`config.mk`:
```
export PLATFORM = sky130hd
export DESIGN_NAME = status_uart_tx
export DESIGN_NICKNAME = d
export VERILOG_FILES = /design/src/rtl/status_uart_pkg.sv /design/src/rtl/status_uart_fifo.sv /design/src/rtl/status_uart_tx.sv
export SDC_FILE = /design/constraint.sdc
export NUM_CORES = 1
export LEC_CHECK = 0
export ABC_AREA = 1
export CORE_MARGIN = 4
export CORE_UTILIZATION = 45
export CTS_CLUSTER_SIZE = 30
export DETAILED_ROUTE_END_ITERATION = 8
export DONT_BUFFER_PORTS = 1
export GPL_TIMING_DRIVEN = 1
export SLEW_MARGIN = 20
export SYNTH_ARGS = -nofsm -noshare
export SYNTH_HDL_FRONTEND = slang
export SYNTH_SLANG_ARGS = --single-unit
```
`constraint.sdc`:
```
create_clock -name wb_clk_i -period 1.55 [get_ports wb_clk_i]
set_input_delay 0.31 -clock wb_clk_i [delete_from_list [all_inputs] [get_ports wb_clk_i]]
set_output_delay 0.31 -clock wb_clk_i [all_outputs]
set_load 0.01 [all_outputs]
```
`src/rtl/status_uart_pkg.sv`:
```
// Shared types and constants for the status UART transmitter.
package status_uart_pkg;

  typedef enum logic [2:0] {
    ST_IDLE,
    ST_START,
    ST_DATA,
    ST_PARITY,
    ST_STOP
  } uart_state_t;

  localparam int   FRAME_BITS_NOPAR = 10;  // start + 8 data + stop
  localparam int   FRAME_BITS_PAR   = 11;  // start + 8 data + parity + stop
  localparam logic LINE_IDLE        = 1'b1;

endpackage

```
`src/rtl/status_uart_fifo.sv`:
```
// Byte FIFO for the status UART: single clock, registered read on pop, occupancy count.
module status_uart_fifo #(
  parameter int DEPTH = 8
) (
  input  logic                     clk,
  input  logic                     rst_n,
  input  logic                     wr_en,
  input  logic [7:0]               wr_data,
  input  logic                     rd_en,
  output logic [7:0]               rd_data,
  output logic [$clog2(DEPTH):0]   count,
  output logic                     full,
  output logic                     empty
);

  localparam int AW = $clog2(DEPTH);
  localparam int CW = AW + 1;

  logic [7:0]    mem [DEPTH];
  logic [AW-1:0] wr_ptr_reg;
  logic [AW-1:0] rd_ptr_reg;
  logic [CW-1:0] count_reg;
  logic [7:0]    rd_data_reg;
  logic          do_wr;
  logic          do_rd;

  assign full  = (count_reg == CW'(DEPTH));
  assign empty = (count_reg == '0);
  assign do_wr = wr_en && !full;
  assign do_rd = rd_en && !empty;

  // Storage carries no reset so it maps onto block RAM.
  always_ff @(posedge clk) begin
    if (do_wr) begin
      mem[wr_ptr_reg] <= wr_data;
    end
  end

  // Pointers are log2(DEPTH) wide, so they wrap modulo DEPTH on their own.
  always_ff @(posedge clk or negedge rst_n) begin
    if (!rst_n) begin
      wr_ptr_reg  <= '0;
      rd_ptr_reg  <= '0;
      count_reg   <= '0;
      rd_data_reg <= '0;
    end else begin
      if (do_wr) begin
        wr_ptr_reg <= wr_ptr_reg + AW'(1);
      end
      if (do_rd) begin
        rd_ptr_reg  <= rd_ptr_reg + AW'(1);
        rd_data_reg <= mem[rd_ptr_reg];
      end
      if (do_wr && !do_rd) begin
        count_reg <= count_reg + CW'(1);
      end else if (do_rd && !do_wr) begin
        count_reg <= count_reg - CW'(1);
      end
    end
  end

  assign rd_data = rd_data_reg;
  assign count   = count_reg;

endmodule

```
`src/rtl/status_uart_tx.sv`:
```
// FIFO-buffered UART transmitter, 8N1 by default; defining STATUS_UART_PARITY_EN adds an
// even-parity bit (8E1).
module status_uart_tx
  import status_uart_pkg::*;
#(
  parameter int CLKS_PER_BIT = 347,
  parameter int FIFO_DEPTH   = 8
) (
  input  logic                          wb_clk_i,
  input  logic                          wb_rst_n_i,
  input  logic [7:0]                    data_i,
  input  logic                          valid_i,
  output logic                          ready_o,
  output logic                          tx_o,
  output logic                          busy_o,
  output logic [$clog2(FIFO_DEPTH):0]   fifo_count_o
);

  localparam int BW = (CLKS_PER_BIT > 1) ? $clog2(CLKS_PER_BIT) : 1;

  logic [1:0]  rst_sync_reg;
  logic        rst_n;
  logic        fifo_pop;
  logic [7:0]  fifo_rd_data;
  logic        fifo_full;
  logic        fifo_empty;

  uart_state_t state_reg;
  logic [BW-1:0] baud_reg;
  logic [2:0]  bit_reg;
  logic [6:0]  shift_reg;
  logic        tx_reg;
  logic        baud_done;
`ifdef STATUS_UART_PARITY_EN
  logic        parity_reg;
`endif

  // Reset asserts asynchronously but releases two edges later, so no flop sees a runt edge.
  always_ff @(posedge wb_clk_i or negedge wb_rst_n_i) begin
    if (!wb_rst_n_i) begin
      rst_sync_reg <= 2'b00;
    end else begin
      rst_sync_reg <= {rst_sync_reg[0], 1'b1};
    end
  end
  assign rst_n = rst_sync_reg[1];

  assign ready_o  = !fifo_full;
  assign fifo_pop = (state_reg == ST_IDLE) && !fifo_empty;

  status_uart_fifo #(
    .DEPTH (FIFO_DEPTH)
  ) u_fifo (
    .clk     (wb_clk_i),
    .rst_n   (rst_n),
    .wr_en   (valid_i && ready_o),
    .wr_data (data_i),
    .rd_en   (fifo_pop),
    .rd_data (fifo_rd_data),
    .count   (fifo_count_o),
    .full    (fifo_full),
    .empty   (fifo_empty)
  );

  assign baud_done = (baud_reg == BW'(CLKS_PER_BIT - 1));

  // The popped byte sits in the FIFO read register for the whole START bit.
  always_ff @(posedge wb_clk_i or negedge rst_n) begin
    if (!rst_n) begin
      state_reg  <= ST_IDLE;
      baud_reg   <= '0;
      bit_reg    <= '0;
      shift_reg  <= '0;
      tx_reg     <= LINE_IDLE;
`ifdef STATUS_UART_PARITY_EN
      parity_reg <= 1'b0;
`endif
    end else begin
      case (state_reg)
        ST_IDLE: begin
          baud_reg <= '0;
          bit_reg  <= '0;
          tx_reg   <= LINE_IDLE;
          if (!fifo_empty) begin
            state_reg <= ST_START;
            tx_reg    <= 1'b0;
          end
        end
        ST_START: begin
          if (baud_done) begin
            baud_reg   <= '0;
            state_reg  <= ST_DATA;
            tx_reg     <= fifo_rd_data[0];
            shift_reg  <= fifo_rd_data[7:1];
`ifdef STATUS_UART_PARITY_EN
            parity_reg <= ^fifo_rd_data;
`endif
          end else begin
            baud_reg <= baud_reg + BW'(1);
          end
        end
        ST_DATA: begin
          if (baud_done) begin
            baud_reg <= '0;
            if (bit_reg == 3'd7) begin
`ifdef STATUS_UART_PARITY_EN
              state_reg <= ST_PARITY;
              tx_reg    <= parity_reg;
`else
              state_reg <= ST_STOP;
              tx_reg    <= LINE_IDLE;
`endif
            end else begin
              bit_reg   <= bit_reg + 3'd1;
              tx_reg    <= shift_reg[0];
              shift_reg <= {1'b0, shift_reg[6:1]};
            end
          end else begin
            baud_reg <= baud_reg + BW'(1);
          end
        end
`ifdef STATUS_UART_PARITY_EN
        ST_PARITY: begin
          if (baud_done) begin
            baud_reg  <= '0;
            state_reg <= ST_STOP;
            tx_reg    <= LINE_IDLE;
          end else begin
            baud_reg <= baud_reg + BW'(1);
          end
        end
`endif
        ST_STOP: begin
          if (baud_done) begin
            baud_reg  <= '0;
            state_reg <= ST_IDLE;
          end else begin
            baud_reg <= baud_reg + BW'(1);
          end
        end
        default: begin
          state_reg <= ST_IDLE;
          tx_reg    <= LINE_IDLE;
        end
      endcase
    end
  end

  assign tx_o   = tx_reg;
  assign busy_o = (state_reg != ST_IDLE) || !fifo_empty;

endmodule

```
Run 1, gate-type map:
Drawn at 3 px/µm.
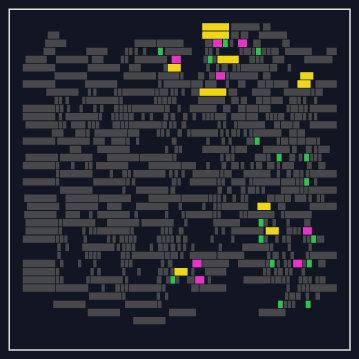
legend:
  magenta:
    family: xor and xnor cells
    cells: 8
  yellow:
    family: fa/ha/maj cells
    cells: 10
  green:
    family: aoi and oai cells
    cells: 16

Run 1, clock nets:
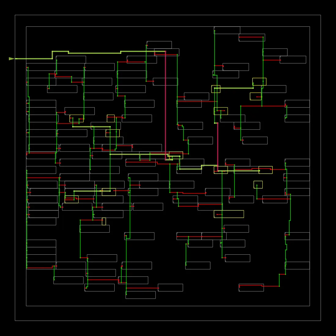
TritonCTS Buffers: 9
CTS sink count: 107
registers: 107
clkbuf count: 9

Run 1, sequential cells colored by netlist name:
Drawn at 2 px/µm. Other sequential cells in the stronger gray, the rest of the logic in the fainter gray.
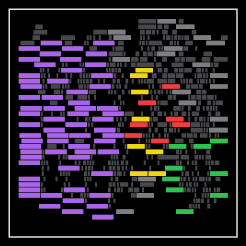
legend:
  purple:
    name_in_the_netlist: `u_fifo.mem`
    sequential_cells: 64
  green:
    name_in_the_netlist: `baud_reg`
    sequential_cells: 9
    where: south-east
  yellow:
    name_in_the_netlist: `u_fifo.rd_data`
    sequential_cells: 8
  red:
    name_in_the_netlist: `shift_reg`
    sequential_cells: 7
not colored: 19
Seq area share: 51.0%
FF/Latch Area: 3010 µm²
fin util: 54.4%
Seq group: 4.04 mW

==> impl_metrics.toml, run 1 <==
# synthesis and place-and-route metrics
[pwr]
combPwrFrac_pct = 47.5
p_switching_mw = 4.47
top_power_group = "combinational cells"
irDropWorstVdd_v = 0.000965
switching_share_pct = 40.8
seqPwrFrac_pct = 36.8
clkPwrFrac_pct = 15.7
internal-power_mw = 6.50

[worst_hold_path]
min_from = "data_i[1]"
hold_depth = 0
hp-class = "primary input to flop"

[floorplanning]
fp_util_pct = 45.8
io_pins = 18
die_w_um = 113
core_area_um2 = 10800
die-area_um2 = 12800

[final_layout]
diodes = 0
largest_cell_class = "sequential cells"
fill_cells = 974
syn_to_final_growth_pct = 18.7
nNetsFinal = 604
logic_area_um2 = 1890
largest_reg_flops = 64
n_all_inverters = 51
buffers = 46
buffer_area_share_pct = 7.34

[clock_network]
postCtsHoldBufs = 1
clockBufferDepth = 2
clk_pin_slew_ns = 0.10
post_cts_resized = 21
postCtsSetupBuffers = 3

[outcome]
status = "finished with violations"
violations = "setup timing"

[critical_path]
crit_type = "flop to flop"
crit_path_start = "u_fifo.count[2]$_DFFE_PN0P_"
worst_setup_path_start_kind = "flop"
rr_endpoint = "u_fifo.count[3]$_DFFE_PN0P_"
crit_path_end_kind = "flop"
crit_chain = "inv_2 -> buf_4 -> nand3_4 -> nand2_4 -> inv_4 -> ha_4 -> inv_4 -> ha_4 -> nand2_2 -> nor2_4 -> o21ai_1 -> nand2_1 -> nand2_1 -> nand2_1"
cp.depth = 14
cpMostUsedCell = "nand2_1"
cp-endpoint = "u_fifo.count[3]$_DFFE_PN0P_"

[drt]
wl_met2_um = 5330
wl_met3_um = 341
wl_met1_um = 4520
ant_nets = 0
avgRoutedWirePerCell_um = 14.1
viasPerCell = 4.90

[timing]
setup_viol = 36
finalHoldViolCount = 0
timing.final.ws_setup_ns = -0.205

[placement]
gp_congestion = 0.791
dpl-instance-area_um2 = 5510

[synthesis]
yosys_cells = 542
syn_area_per_cell_um2 = 9.17
synth_warnings = 0
top_cell = "nand2_1"
yosysUniqueCellTypes = 29
adder_share_pct = 2.67
netlist.area_leader.share_pct = 38.7
yosysChipArea_um2 = 4970
edf_count = 64
postSynthSeqShare_pct = 60.4

[grt]
grt.overflow.total = 0
grt_usage_pct = 16.4
antenna_found_initial = 0

[run]
warnings = 30
drv_cap = 0
run 1: routing by layer:
| metal | GRT usage, % | up-vias |
|---|---|---|
| met5 | 0 | - |
| met2 | 28.5 | 48 |
| li1 | - | 1806 |
| met3 | 3.90 | 5 |
| met1 | 21.2 | 1705 |
| met4 | 3.37 | 0 |
run 1: placed cells by master, fill, tap and decap left out, types with 9 or more instances in the layout:
master,count
inv_2,9
nand3_1,48
clkbuf_8,9
edfxtp_1,64
nor2_1,14
nand2_1,227
dfrtp_1,36
nand2_2,9
inv_1,36
buf_4,36
o21ai_1,9
nor2_4,14
run 1: per-stage QoR:
stage	std cells	hold WS [ns]	util (%)
CTS	724	0.0139	53.7
floorplan	542	0.0144	-
global placement	705	0.0145	50.9
global route	727	0.000776	54.4
finish	727	0.0300	54.4
detailed placement	705	0.0145	50.9
Run 1, metal layers overlaid:
Drawn at 3 px/µm.
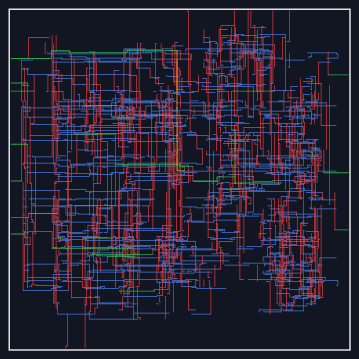

==> run 1 -> run 2 <==
--- a/config.mk
+++ b/config.mk
@@ -6,12 +6,14 @@
 export NUM_CORES = 1
 export LEC_CHECK = 0
 export ABC_AREA = 1
+export ABC_CLOCK_PERIOD_IN_PS = 1550
 export CORE_MARGIN = 4
 export CORE_UTILIZATION = 45
 export CTS_CLUSTER_SIZE = 30
 export DETAILED_ROUTE_END_ITERATION = 8
 export DONT_BUFFER_PORTS = 1
 export GPL_TIMING_DRIVEN = 1
+export SKIP_CTS_REPAIR_TIMING = 1
 export SLEW_MARGIN = 20
 export SYNTH_ARGS = -nofsm -noshare
 export SYNTH_HDL_FRONTEND = slang
Run 2, metal layers overlaid:
Drawn at 3 px/µm.
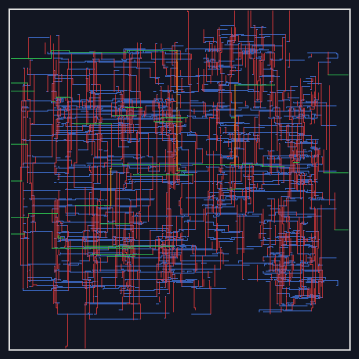
legend:
  green:
    layer: M3
    wire_length: 377 µm
  blue:
    layer: M1
    wire_length: 4590 µm
  orange:
    layer: M4
    wire_length: 78.9 µm
  red:
    layer: M2
    wire_length: 5150 µm
Total Wirelength: 10200 µm
GRT Util Overall: 16.4%
wire per inst: 14.0 µm

==> run 2 against run 1 <==
  * The flow still finishes with violations (setup timing)
  * Clock power about the same
  * Die area did not move
  * Worst setup slack improved by 0.0051 ns
  * Core utilization rose by 0.10 points
  * Via count up 0.39%
  * First-iteration DRC count up 11%
==> impl_metrics.toml, run 2 <==
# synthesis and place-and-route metrics
[pwr]
irDropWorstVdd_v = 0.000966
combPwrFrac_pct = 47.7
switching_share_pct = 40.6
clkPwrFrac_pct = 15.6
seqPwrFrac_pct = 36.7
p_comb_mw = 5.25
seq_cell_power_mw = 4.03
internal-power_mw = 6.54

[final_layout]
num-clock-buffers = 9
syn_to_final_growth_pct = 18.9
fill_cells = 973
layout.cells.non_filler = 728
diodes = 0
n_all_inverters = 51
largest_reg_flops = 64
sequential_cell_total = 107
seq_share_pct = 50.9
most-common-layout-cells = "227 x nand2_1, 64 x edfxtp_1, 48 x nand3_1, 37 x inv_1"
buffer_area_share_pct = 7.52
multi_input_comb_cells = 368
logic_area_um2 = 1890
largest_cell_class = "sequential cells"
final_common_cell = "nand2_1"
nNetsFinal = 605
fin_area_um2 = 5910
buffers = 47
regArea_um2 = 3010
final_util_pct = 54.5

[clock_network]
cts-buffers-inserted = 9
clockBufferDepth = 2
cts_root_buf = "clkbuf_8"
clk_pin_slew_ns = 0.10

[timing]
timing.final.ws_setup_ns = -0.200
hold-worst-slack_ns = 0.0323
finalHoldViolCount = 0
setup_viol = 68

[placement]
dpl-instance-area_um2 = 5510
post-place-ws_ns = -0.294
placedCellCount = 705
gp_congestion = 0.791

[floorplanning]
die_w_um = 113
io_pins = 18
num_rows = 38
core_area_um2 = 10800
fp_util_pct = 45.8
die-area_um2 = 12800

[critical_path]
crit_path_start = "u_fifo.count[1]$_DFFE_PN0P_"
rr_endpoint = "u_fifo.count[3]$_DFFE_PN0P_"
crit_chain = "inv_2 -> nand2_2 -> nor2_4 -> nor2_4 -> inv_4 -> ha_4 -> inv_4 -> ha_4 -> nand2_2 -> nor2_2 -> nor2_1 -> nand2_1 -> nand2_1 -> nand2_1 -> nand2_1"
cp.depth = 15
worst_setup_path_start_kind = "flop"
cpMostUsedCell = "nand2_1"
crit_path_end_kind = "flop"
crit_type = "flop to flop"
cp-endpoint = "u_fifo.count[3]$_DFFE_PN0P_"

[worst_hold_path]
hp-class = "primary input to flop"
hold_depth = 0
min_from = "data_i[3]"

[synthesis]
yosysUniqueCellTypes = 29
yosysTopAreaCell = "edfxtp_1"
edf_count = 64
yosysChipArea_um2 = 4970
adder_share_pct = 2.67
synth_warnings = 0
netlist.area_leader.share_pct = 38.7
yosys_cells = 542
top_cell = "nand2_1"
postSynthSeqShare_pct = 60.4
syn_area_per_cell_um2 = 9.17

[drt]
viasPerCell = 4.91
ant_nets = 0

[outcome]
violations = "setup timing"
status = "finished with violations"

[run]
warnings = 29
drv_cap = 0

[grt]
grt.overflow.total = 0
antenna_found_initial = 0
Run 2, sequential cells colored by netlist name:
Drawn at 2 px/µm. Other sequential cells in the stronger gray, the rest of the logic in the fainter gray.
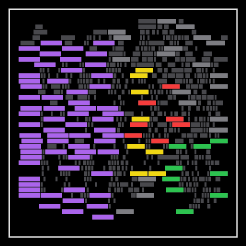
legend:
  red:
    name_in_the_netlist: `shift_reg`
    sequential_cells: 7
  green:
    name_in_the_netlist: `baud_reg`
    sequential_cells: 9
    where: south-east
  purple:
    name_in_the_netlist: `u_fifo.mem`
    sequential_cells: 64
  yellow:
    name_in_the_netlist: `u_fifo.rd_data`
    sequential_cells: 8

[run 2: cell count changes in the layout (fill, tap and decap cells not counted), sizes merged]
cell,before,now
buf,44,45
[run 2: kinds of logic after synthesis]
family,count (synthesis)
and+or+nand+nor,333
DFF,107
buffers and inverters,67
AOI/OAI and AO/OA,16
adders and majority gates,10
xor gates and xnor gates,8
other,1
[run 2: metal layers]
| layer | wire, µm | vias up | global-route usage, % | part of all wire [%] |
|---|---|---|---|---|
| li1 | - | 1809 | - | - |
| met1 | 4590 | 1704 | 21.0 | 45 |
| met2 | 5150 | 58 | 28.3 | 51 |
| met3 | 377 | 7 | 3.96 | 3.7 |
| met4 | 78 | 0 | 3.37 | 0.77 |
| met5 | 0 | - | 0 | 0 |
==> run 2 -> run 3 <==
--- a/config.mk
+++ b/config.mk
@@ -14,7 +14,7 @@
 export DONT_BUFFER_PORTS = 1
 export GPL_TIMING_DRIVEN = 1
 export SKIP_CTS_REPAIR_TIMING = 1
-export SLEW_MARGIN = 20
+export SLEW_MARGIN = 30
 export SYNTH_ARGS = -nofsm -noshare
 export SYNTH_HDL_FRONTEND = slang
 export SYNTH_SLANG_ARGS = --single-unit
Run 3, port wiring:
Drawn at 4 px/µm.
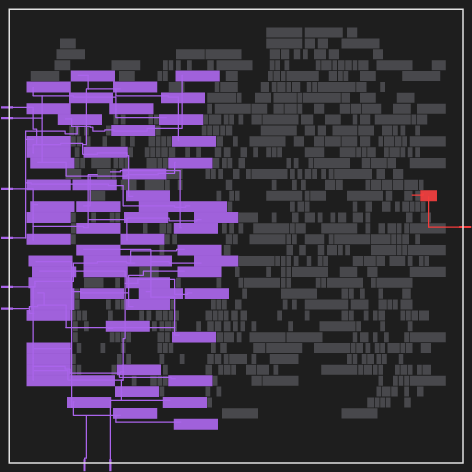
legend:
  red:
    port: `busy_o`
    bits: 1
    direction: output
    edge: east
    end_cells: 1
    wire: 18.8 µm
  purple:
    port: `data_i`
    bits: 8
    direction: input
    edge: 6 west, 2 south
    end_cells: 64
    wire: 994 µm
num ports: 18
IO buf count: 0

Run 3, sequential cells colored by netlist name:
Drawn at 2 px/µm. Other sequential cells in the stronger gray, the rest of the logic in the fainter gray.
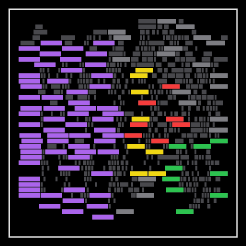
legend:
  purple:
    name_in_the_netlist: `u_fifo.mem`
    sequential_cells: 64
  green:
    name_in_the_netlist: `baud_reg`
    sequential_cells: 9
    where: south-east
  yellow:
    name_in_the_netlist: `u_fifo.rd_data`
    sequential_cells: 8
  red:
    name_in_the_netlist: `shift_reg`
    sequential_cells: 7
not colored: 19

==> run 3 against run 2 <==
  * The flow still finishes with violations (setup timing)
  * Cell count did not move
  * Non-clock buffer count did not move
  * Sequential power barely moved
  * Sequential share of layout area did not move
  * Clock skew did not move
  * First-iteration DRC count did not move
  * Critical path type unchanged
  * Highest routed layer unchanged
==> impl_metrics.toml, run 3 <==
# synthesis and place-and-route metrics
[grt]
grt.overflow.total = 0
grt_usage_pct = 16.4
antenna_found_initial = 0

[drt]
wirelength_um = 10200
highest_layer = "met4"
wl_met2_um = 5150
wl_met3_um = 377
wl_met1_um = 4590
ant_nets = 0
viasPerCell = 4.91

[synthesis]
edf_count = 64
syn_area_per_cell_um2 = 9.17
yosysChipArea_um2 = 4970
top_cell = "nand2_1"
postSynthSeqShare_pct = 60.4
yosysUniqueCellTypes = 29
netlist.area_leader.share_pct = 38.7
synth_warnings = 0
yosysTopAreaCell = "edfxtp_1"
yosys_cells = 542

[final_layout]
most-common-layout-cells = "227 x nand2_1, 64 x edfxtp_1, 48 x nand3_1, 37 x inv_1"
syn_to_final_growth_pct = 18.9
final_common_cell = "nand2_1"
fin_area_um2 = 5910
logic_area_um2 = 1890
fill_cells = 973
diodes = 0
regArea_um2 = 3010
largest_reg_flops = 64
nNetsFinal = 605
final_util_pct = 54.5
layout.cells.non_filler = 728

[floorplanning]
core_area_um2 = 10800
die-area_um2 = 12800
die_w_um = 113
num_rows = 38

[pwr]
p_switching_mw = 4.47
p_comb_mw = 5.25
irDropWorstVdd_v = 0.000966
clkPwrFrac_pct = 15.6
switching_share_pct = 40.6
internal-power_mw = 6.54
seq_cell_power_mw = 4.03
combPwrFrac_pct = 47.7
seqPwrFrac_pct = 36.7

[timing]
hold-worst-slack_ns = 0.0323
post-route-min-period_ns = 1.75
setup_viol = 68
finalHoldViolCount = 0
timing.final.ws_setup_ns = -0.200

[placement]
placedCellCount = 705
post-place-ws_ns = -0.294
gp_congestion = 0.791
dpl-instance-area_um2 = 5510

[worst_hold_path]
worstHoldEndpoint = "u_fifo.mem[3][3]$_DFFE_PP_"
hold_depth = 0
min_from = "data_i[3]"
hp-class = "primary input to flop"

[clock_network]
htreeDepth = 3
cts_root_buf = "clkbuf_8"
cts-buffers-inserted = 9
clock-sinks = 107
clk_pin_slew_ns = 0.10
clockBufferDepth = 2

[critical_path]
rr_endpoint = "u_fifo.count[3]$_DFFE_PN0P_"
crit_chain = "inv_2 -> nand2_2 -> nor2_4 -> nor2_4 -> inv_4 -> ha_4 -> inv_4 -> ha_4 -> nand2_2 -> nor2_2 -> nor2_1 -> nand2_1 -> nand2_1 -> nand2_1 -> nand2_1"
crit_type = "flop to flop"
crit_path_end_kind = "flop"
crit_path_start = "u_fifo.count[1]$_DFFE_PN0P_"
cpMostUsedCell = "nand2_1"
worst_setup_path_start_kind = "flop"
cp-endpoint = "u_fifo.count[3]$_DFFE_PN0P_"
cp.depth = 15
reg2reg_from = "u_fifo.count[1]$_DFFE_PN0P_"

[run]
drv_cap = 0
warnings = 29

[outcome]
status = "finished with violations"
violations = "setup timing"
-- run 3: cell counts after synthesis --
No cell type changed its count.
-- run 3: logic make-up after synthesis --
group                    Yosys count  share of synthesized area (%)
AND-OR/OR-AND                     16                           1.61
XOR/XNOR                           8                           1.41
adder cells (fa/ha/maj)           10                           2.67
buffers and inverters             67                           5.72
flip-flops                       107                           60.4
other                              1                         0.0755
AND/OR/NAND/NOR                  333                           28.2
-- run 3: routing by layer --
metal  vias up  GRT usage, %
met5         -             0
met4         0          3.37
met3         7          3.96
met2        58          28.3
met1      1704          21.0
li1       1809             -
-- run 3: layout make-up --
class                   instances  area share, %
flip-flops and latches        107           50.9
repair buffers                 47           7.52
multi-input cells             368           31.9
clock buffers                   9           2.10
inverters                      51           3.41
well taps                     140           2.96
clock inverters                 6           1.19
No activity file was given, so power comes from the tool's default toggle rates.
